### src/rtl/elevator_scan_controller_if.sv
// Request and indicator bundle between the hall/car buttons and the elevator car controller.
// The controller takes the slave side; the button panel / indicator side takes the master side.
interface elevator_scan_controller_if #(
  parameter int unsigned NUM_FLOORS = 5
);
  logic [NUM_FLOORS-1:0] floor_req;
  logic [NUM_FLOORS-1:0] floor_pos;
  logic                  dir_up;
  logic                  moving;
  logic                  door_open;
  logic [NUM_FLOORS-1:0] pending;

  modport master (
    output floor_req,
    input  floor_pos,
    input  dir_up,
    input  moving,
    input  door_open,
    input  pending
  );

  modport slave (
    input  floor_req,
    output floor_pos,
    output dir_up,
    output moving,
    output door_open,
    output pending
  );
endinterface

### src/rtl/elevator_scan_controller.sv
// SCAN-order elevator car controller: latches floor requests, keeps travelling while requests
// remain ahead, reverses through IDLE, and holds the door open for a fixed dwell at each stop.
module elevator_scan_controller #(
  parameter int unsigned NUM_FLOORS  = 5,
  parameter int unsigned MOVE_CYCLES = 4,
  parameter int unsigned DOOR_CYCLES = 3
) (
  input logic                       clk,
  input logic                       reset,
  elevator_scan_controller_if.slave bus
);

  localparam int unsigned CntMax = (MOVE_CYCLES > DOOR_CYCLES) ? MOVE_CYCLES : DOOR_CYCLES;
  localparam int unsigned CntW   = $clog2(CntMax + 1);
  localparam int unsigned IdxW   = $clog2(NUM_FLOORS);

  localparam logic [CntW-1:0]       MoveLast = CntW'(MOVE_CYCLES - 1);
  localparam logic [CntW-1:0]       DoorLast = CntW'(DOOR_CYCLES - 1);
  localparam logic [NUM_FLOORS-1:0] Floor0Oh = {{(NUM_FLOORS-1){1'b0}}, 1'b1};

  typedef enum logic [1:0] {StIdle, StMove, StDoor} state_e;

  state_e                state_q, state_d;
  logic [IdxW-1:0]       idx_q, idx_d;
  logic                  dir_q, dir_d;
  logic [CntW-1:0]       cnt_q, cnt_d;
  logic [NUM_FLOORS-1:0] pend_q, pend_d;

  logic [IdxW-1:0]       next_idx;
  logic [NUM_FLOORS-1:0] clear_mask;
  logic [NUM_FLOORS-1:0] ahead, behind, ahead_next;

  // Floors strictly above (up=1) or strictly below (up=0) the given floor.
  function automatic logic [NUM_FLOORS-1:0] side_mask(input logic [IdxW-1:0] idx, input logic up);
    logic [NUM_FLOORS-1:0] m;
    m = '0;
    for (int i = 0; i < int'(NUM_FLOORS); i++) begin
      m[i] = up ? (i > int'(idx)) : (i < int'(idx));
    end
    return m;
  endfunction

  always_ff @(posedge clk or posedge reset) begin
    if (reset) begin
      state_q <= StIdle;
      idx_q   <= '0;
      dir_q   <= 1'b1;
      cnt_q   <= '0;
      pend_q  <= '0;
    end else begin
      state_q <= state_d;
      idx_q   <= idx_d;
      dir_q   <= dir_d;
      cnt_q   <= cnt_d;
      pend_q  <= pend_d;
    end
  end

  always_comb begin
    state_d    = state_q;
    idx_d      = idx_q;
    dir_d      = dir_q;
    cnt_d      = cnt_q;
    clear_mask = '0;
    next_idx   = dir_q ? (idx_q + IdxW'(1)) : (idx_q - IdxW'(1));
    ahead      = pend_q & side_mask(idx_q, dir_q);
    behind     = pend_q & side_mask(idx_q, !dir_q);
    ahead_next = pend_q & side_mask(next_idx, dir_q);

    unique case (state_q)
      StIdle: begin
        cnt_d = '0;
        if (pend_q[idx_q]) begin
          state_d    = StDoor;
          clear_mask = Floor0Oh << idx_q;
        end else if (|ahead) begin
          state_d = StMove;
        end else if (|behind) begin
          dir_d   = !dir_q;
          state_d = StMove;
        end
      end
      StMove: begin
        if (cnt_q == MoveLast) begin
          idx_d = next_idx;
          cnt_d = '0;
          // Arrival decision uses pending as registered before this edge.
          if (pend_q[next_idx]) begin
            state_d    = StDoor;
            clear_mask = Floor0Oh << next_idx;
          end else if (!(|ahead_next)) begin
            state_d = StIdle;
          end
        end else begin
          cnt_d = cnt_q + CntW'(1);
        end
      end
      StDoor: begin
        clear_mask = Floor0Oh << idx_q;
        if (cnt_q == DoorLast) begin
          state_d = StIdle;
          cnt_d   = '0;
        end else begin
          cnt_d = cnt_q + CntW'(1);
        end
      end
      default: state_d = StIdle;
    endcase

    pend_d = (pend_q | bus.floor_req) & ~clear_mask;
  end

  always_comb begin
    bus.floor_pos = Floor0Oh << idx_q;
    bus.dir_up    = dir_q;
    bus.moving    = (state_q == StMove);
    bus.door_open = (state_q == StDoor);
    bus.pending   = pend_q;
  end

endmodule

### src/flat_wrapper.sv
// flat-port wrapper written by rule: the top's interface ports become plain ports
module elevator_scan_controller_flat 
#(
  parameter int unsigned NUM_FLOORS  = 5,
  parameter int unsigned MOVE_CYCLES = 4,
  parameter int unsigned DOOR_CYCLES = 3
)
  (clk, reset, bus_floor_req, bus_floor_pos, bus_dir_up, bus_moving, bus_door_open, bus_pending);
  elevator_scan_controller_if #(.NUM_FLOORS(NUM_FLOORS)) bus_i ();
  input logic clk;
  input logic reset;
  input wire logic [$bits(bus_i.floor_req)-1:0] bus_floor_req;
  output wire logic [$bits(bus_i.floor_pos)-1:0] bus_floor_pos;
  output wire logic [$bits(bus_i.dir_up)-1:0] bus_dir_up;
  output wire logic [$bits(bus_i.moving)-1:0] bus_moving;
  output wire logic [$bits(bus_i.door_open)-1:0] bus_door_open;
  output wire logic [$bits(bus_i.pending)-1:0] bus_pending;
  assign bus_i.floor_req = bus_floor_req;
  assign bus_floor_pos = bus_i.floor_pos;
  assign bus_dir_up = bus_i.dir_up;
  assign bus_moving = bus_i.moving;
  assign bus_door_open = bus_i.door_open;
  assign bus_pending = bus_i.pending;
  elevator_scan_controller #(.NUM_FLOORS(NUM_FLOORS), .MOVE_CYCLES(MOVE_CYCLES), .DOOR_CYCLES(DOOR_CYCLES)) u_core (.clk(clk), .reset(reset), .bus(bus_i));
endmodule
### config.mk
export PLATFORM = sky130hd
export DESIGN_NAME = elevator_scan_controller_flat
export DESIGN_NICKNAME = d
export VERILOG_FILES = /design/src/rtl/elevator_scan_controller_if.sv /design/src/rtl/elevator_scan_controller.sv /design/src/flat_wrapper.sv
export SDC_FILE = /design/constraint.sdc
export NUM_CORES = 1
export LEC_CHECK = 0
export ABC_AREA = 1
export CORE_ASPECT_RATIO = 1.25
export CORE_MARGIN = 1.5
export CORE_UTILIZATION = 41
export DETAILED_ROUTE_END_ITERATION = 6
export PLACE_DENSITY = 0.68
export SYNTH_ARGS = -nofsm -noshare
export SYNTH_HDL_FRONTEND = slang
export SYNTH_SLANG_ARGS = --single-unit
### constraint.sdc
create_clock -name clk -period 5.4 [get_ports clk]
set_input_delay 0.81 -clock clk [delete_from_list [all_inputs] [get_ports clk]]
set_output_delay 0.81 -clock clk [all_outputs]
set_load 0.01 [all_outputs]
Fig. 1: a small window of the routed layout
Window x 16 to 41, y 22 to 47 um. Cells in gray, sequential cells in the stronger gray; small squares are vias.
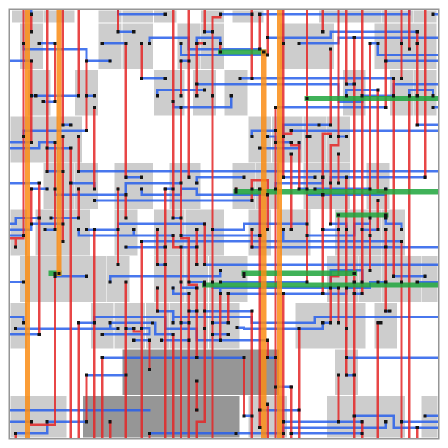
color	layer
red	metal 2
orange	metal 4
blue	metal 1
green	metal 3
netlist names of flops here include	u_core.idx_q (2)
sequential cells in the window	2
cells with their middle in the window	61
most frequent	nand2_1 (21), inv_1 (6), o21ai_1 (5)

Fig. 2: cells colored by class
Drawn at 6 px/um. Fill, decap, tap and diode cells in gray.
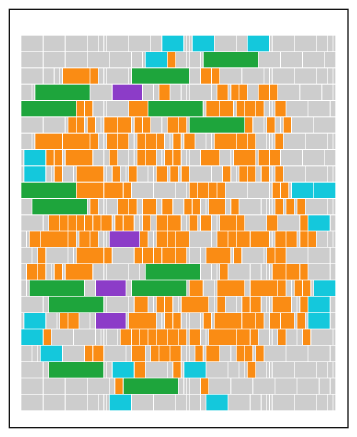
color	class	cells	share of their area
cyan	other buffers and delay cells	19	12%
orange	combinational and other logic	203	64%
green	flops	14	21%
purple	clock drivers and dummy loads	4	3.3%
row count: 23
flop share of the area: 0.2078
Finished Core Util: 0.5156
fin area: 1692 sq um

Fig. 3: local utilization
Drawn at 4 px/um. 6 x 7 tiles, from black (low) to pale yellow (high), 0 to 100% covered.
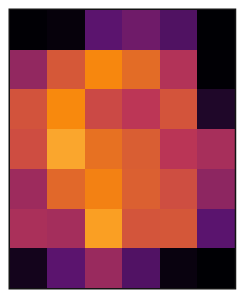
fullest tile	81%
tiles over 75% full	4.8%
mean over tiles	42%
emptiest ninth of the die	upper right
nearly empty tiles	12%
core area: 3281 sq um
fp_density: 0.4420

Fig. 4: routed clock nets over the placement
Drawn at 8 px/um.
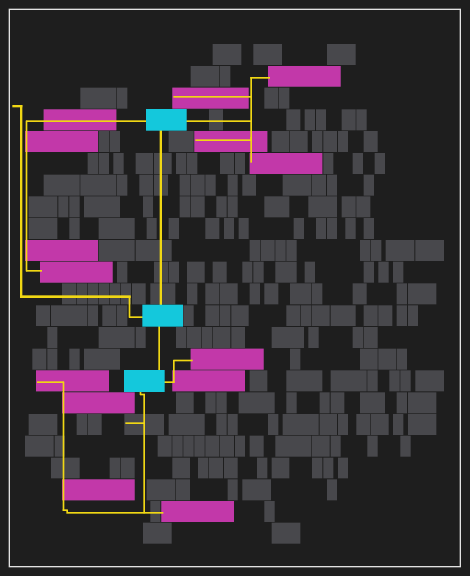
[magenta] flip-flops | count: 14
[yellow] clock wires | length: 223 um
[cyan] clock drivers | count: 3
routed clock nets	4
Power Clock: 102 uW
clock network power share: 0.136
clk latency late pin: 0.25 ns
worst-case clock skew: 0.002918 ns

Fig. 5: clock nets
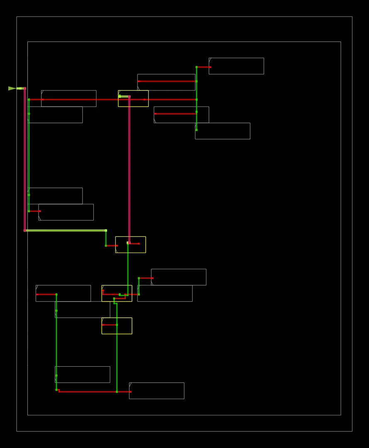
Flops: 14
number of clock buffers in the layout: 4

==> CHANGELOG.md <==
### Metrics

* R2R depth at 16
* Synth warn at 0
* PwrDens at 444.4 nW/um^2
* Max_slew headroom at 0.6305
* Grt met3 use at 0.01679
* TritonCTS Buffers at 3
* Global Route met2 Usage at 0.3229
* Setup violators final at 0
* Crit path from: u_core.idx_q[0]
* Bufs on Longest Clock Path at 2
* Dominant Register Cell: dfrtp_1
* CTS tree: done
* Global routing usage on met1 at 0.2320
* Fin crit share at 0.5202
* Hold wc startpoint: u_core.cnt_q[0]
* CTS resizes at 0
* H-tree Lvls at 1
* # DRC at 0
* Slew Limit Fails at 0
* Worst hold endpoint: u_core.cnt_q[0]
* Data arrival, critical path at 2.00 ns
* Iter 0 DRT Violations at 60
* Cell Type Count at 26
* Top Usage Layer GRT: met2
* Synth Seq Share at 0.2425
* Die area at 3905 sq um
* Routed wire length at 3.566 mm
* Top cells by area: dfrtp_1 (22%), nand2_1 (18%), ha_1 (13%)
* Crit start category: flop
* Tool warnings at 36
* Layout area overhead at 16.65%
* YS chip area at 1450 sq um
* Crit-path slowest cell: clkdlybuf4s50_1
* Largest area contributor in the netlist: dfrtp_1
* Hpwl dp at 2.887 mm
* Cells after synthesis at 223
* Die width at 56.20 um
* R2r endpoint: u_core.state_q[1]
* Placed Area at 1637 sq um
* Most numerous logic cell after layout: nand2_1
* Post-route ant nets at 0
* Most frequent cells in the layout: nand2_1 (68), inv_1 (26), clkdlybuf4s50_1 (19)
* Max Cap Viol at 0
* Maximum vdd drop at 0.0002625 V
* CP endpoint: bus_floor_pos[0]
* FILL cells at 355
* Ant diodes at 0
* Cell with the most instances after synthesis: nand2_1
* Hold/Removal Path Class: flop to flop
* Post-synth EDFFs at 0
* Root buffer cell: clkbuf_8
* Least-Margin Pin Slew at 0.5536 ns
* Vias at 1,442
* GPL Wtd Cong at 0.9509
* Ratio of cells with drive above 1 in the final layout at 0.1250
* Max Freq at 356.0 MHz
* Syn Nets at 245
* Reg2Reg Launch Point: u_core.idx_q[0]
* Final hold viol count at 0
* Top-area cell share at 0.2243
* First-pass GRT wire length at 5.934 mm
* Total negative setup slack at 0 ns
* Initial antenna violation count at 0
* Clk sinks at 14
* Setup bufs post-CTS at 0
* Leakage at 0.0008813 uW
* Cell Area, Synth at 1450 sq um
* Total global-route track usage at 0.1934
* Hold buffers post-CTS at 0
* Data required, critical path at 4.59 ns
* Crit path capture type: output pin
* Worst path cell trace: inv_2 -> ha_1 -> inv_1 -> nor2_1 -> clkdlybuf4s50_1
* Avg Inst Size Synth at 6.503 sq um
* Async set-reset flop share out of synthesis at 1.000
* Nets at 263
* Largest net degree at the start of global routing at 16
* Max FO, Critical Path at 15
* Clock slew at reported path FFs at 0.06 ns
* Critical path class: flop to output pin
* Delay of the slowest critical-path stage at 0.57 ns
* Avg WL per Cell at 12.87 um
* Vias in the first global route at 1,356
* # port buffers at 19
* Router iterations before antenna repair at 4
* FF+latch count, synth at 14
* RSZ-0062 raised after global routing: no
* Status: finished clean
* Tmin final at 2.809 ns
* Grt total ovfl at 0
* Vias per cell at 5.206
* Yosys Instances at 223
* R2R Setup Slk at 2.99 ns
* Cell count of the worst hold path at 1
* Most frequent cells after synthesis: nand2_1 (68), inv_1 (26), nand3_1 (18)
* I/O pin count at 20
* Die height at 69.49 um
-- flip-flops by register name (all words and copies together), names as in the netlist --
name / count
u_core.bus.dir_up: 1
u_core.state_q: 2
u_core.cnt_q: 3
u_core.bus.pending: 5
u_core.idx_q: 3
-- through the flow --
step	instances	hold slack (ns)	worst slack, ns	utilization	total power [uW]
after global placement	273	0.5024	2.933	0.4989	650.0
after detailed placement	273	0.5112	2.884	0.4989	650.1
after global routing	277	0.5352	2.482	0.5156	826.3
after CTS	277	0.5189	2.610	0.5156	757.3
after floorplan	223	0.4822	3.487	-	529.8
final	277	0.5110	2.591	0.5156	751.7
-- per-layer routing --
metal	share of wire	vias to the layer above	wire length, um
met5	0	-	0
li1	-	746	-
met3	0.042	14	151
met2	0.49	41	1757
met4	0.052	0	184
met1	0.41	641	1473
-- kinds of logic (layout without fill, tap and decap cells) --
group	after synthesis	count (layout)	synth area share
compound gates	32	32	0.1217
xor+xnor	1	1	0.006041
fa+ha+maj	15	15	0.1294
buf+inv	39	56	0.1217
flops	14	14	0.2425
simple gates	122	122	0.3788
-- final cells by class --
type                            instances  area, sq um  share of cell area
Inverter                               33        126.4             0.07470
Clock buffer                            4        55.05             0.03254
Timing Repair Buffer                   19        190.2              0.1124
Tap cell                               37        46.29             0.02737
Sequential cell                        14        351.6              0.2078
Multi-Input combinational cell        170        922.1              0.5451
-- report_power, final --
| group | total [uW] | switching, uW | internal, uW |
|---|---|---|---|
| Clock | 102 | 37.4 | 64.6 |
| Sequential | 190 | 57.5 | 133 |
| Combinational | 459 | 281 | 179 |
-- worst max-delay path, delay by kind of cell (launching register included) --
family	cells	cell delay (ns)
buffers and inverters	3	0.85
adder cells (fa/ha/maj)	1	0.21
AND/OR/NAND/NOR	1	0.16
flip-flops	1	0.55
Power figures rest on the tool's default switching activity, not on a simulated workload.
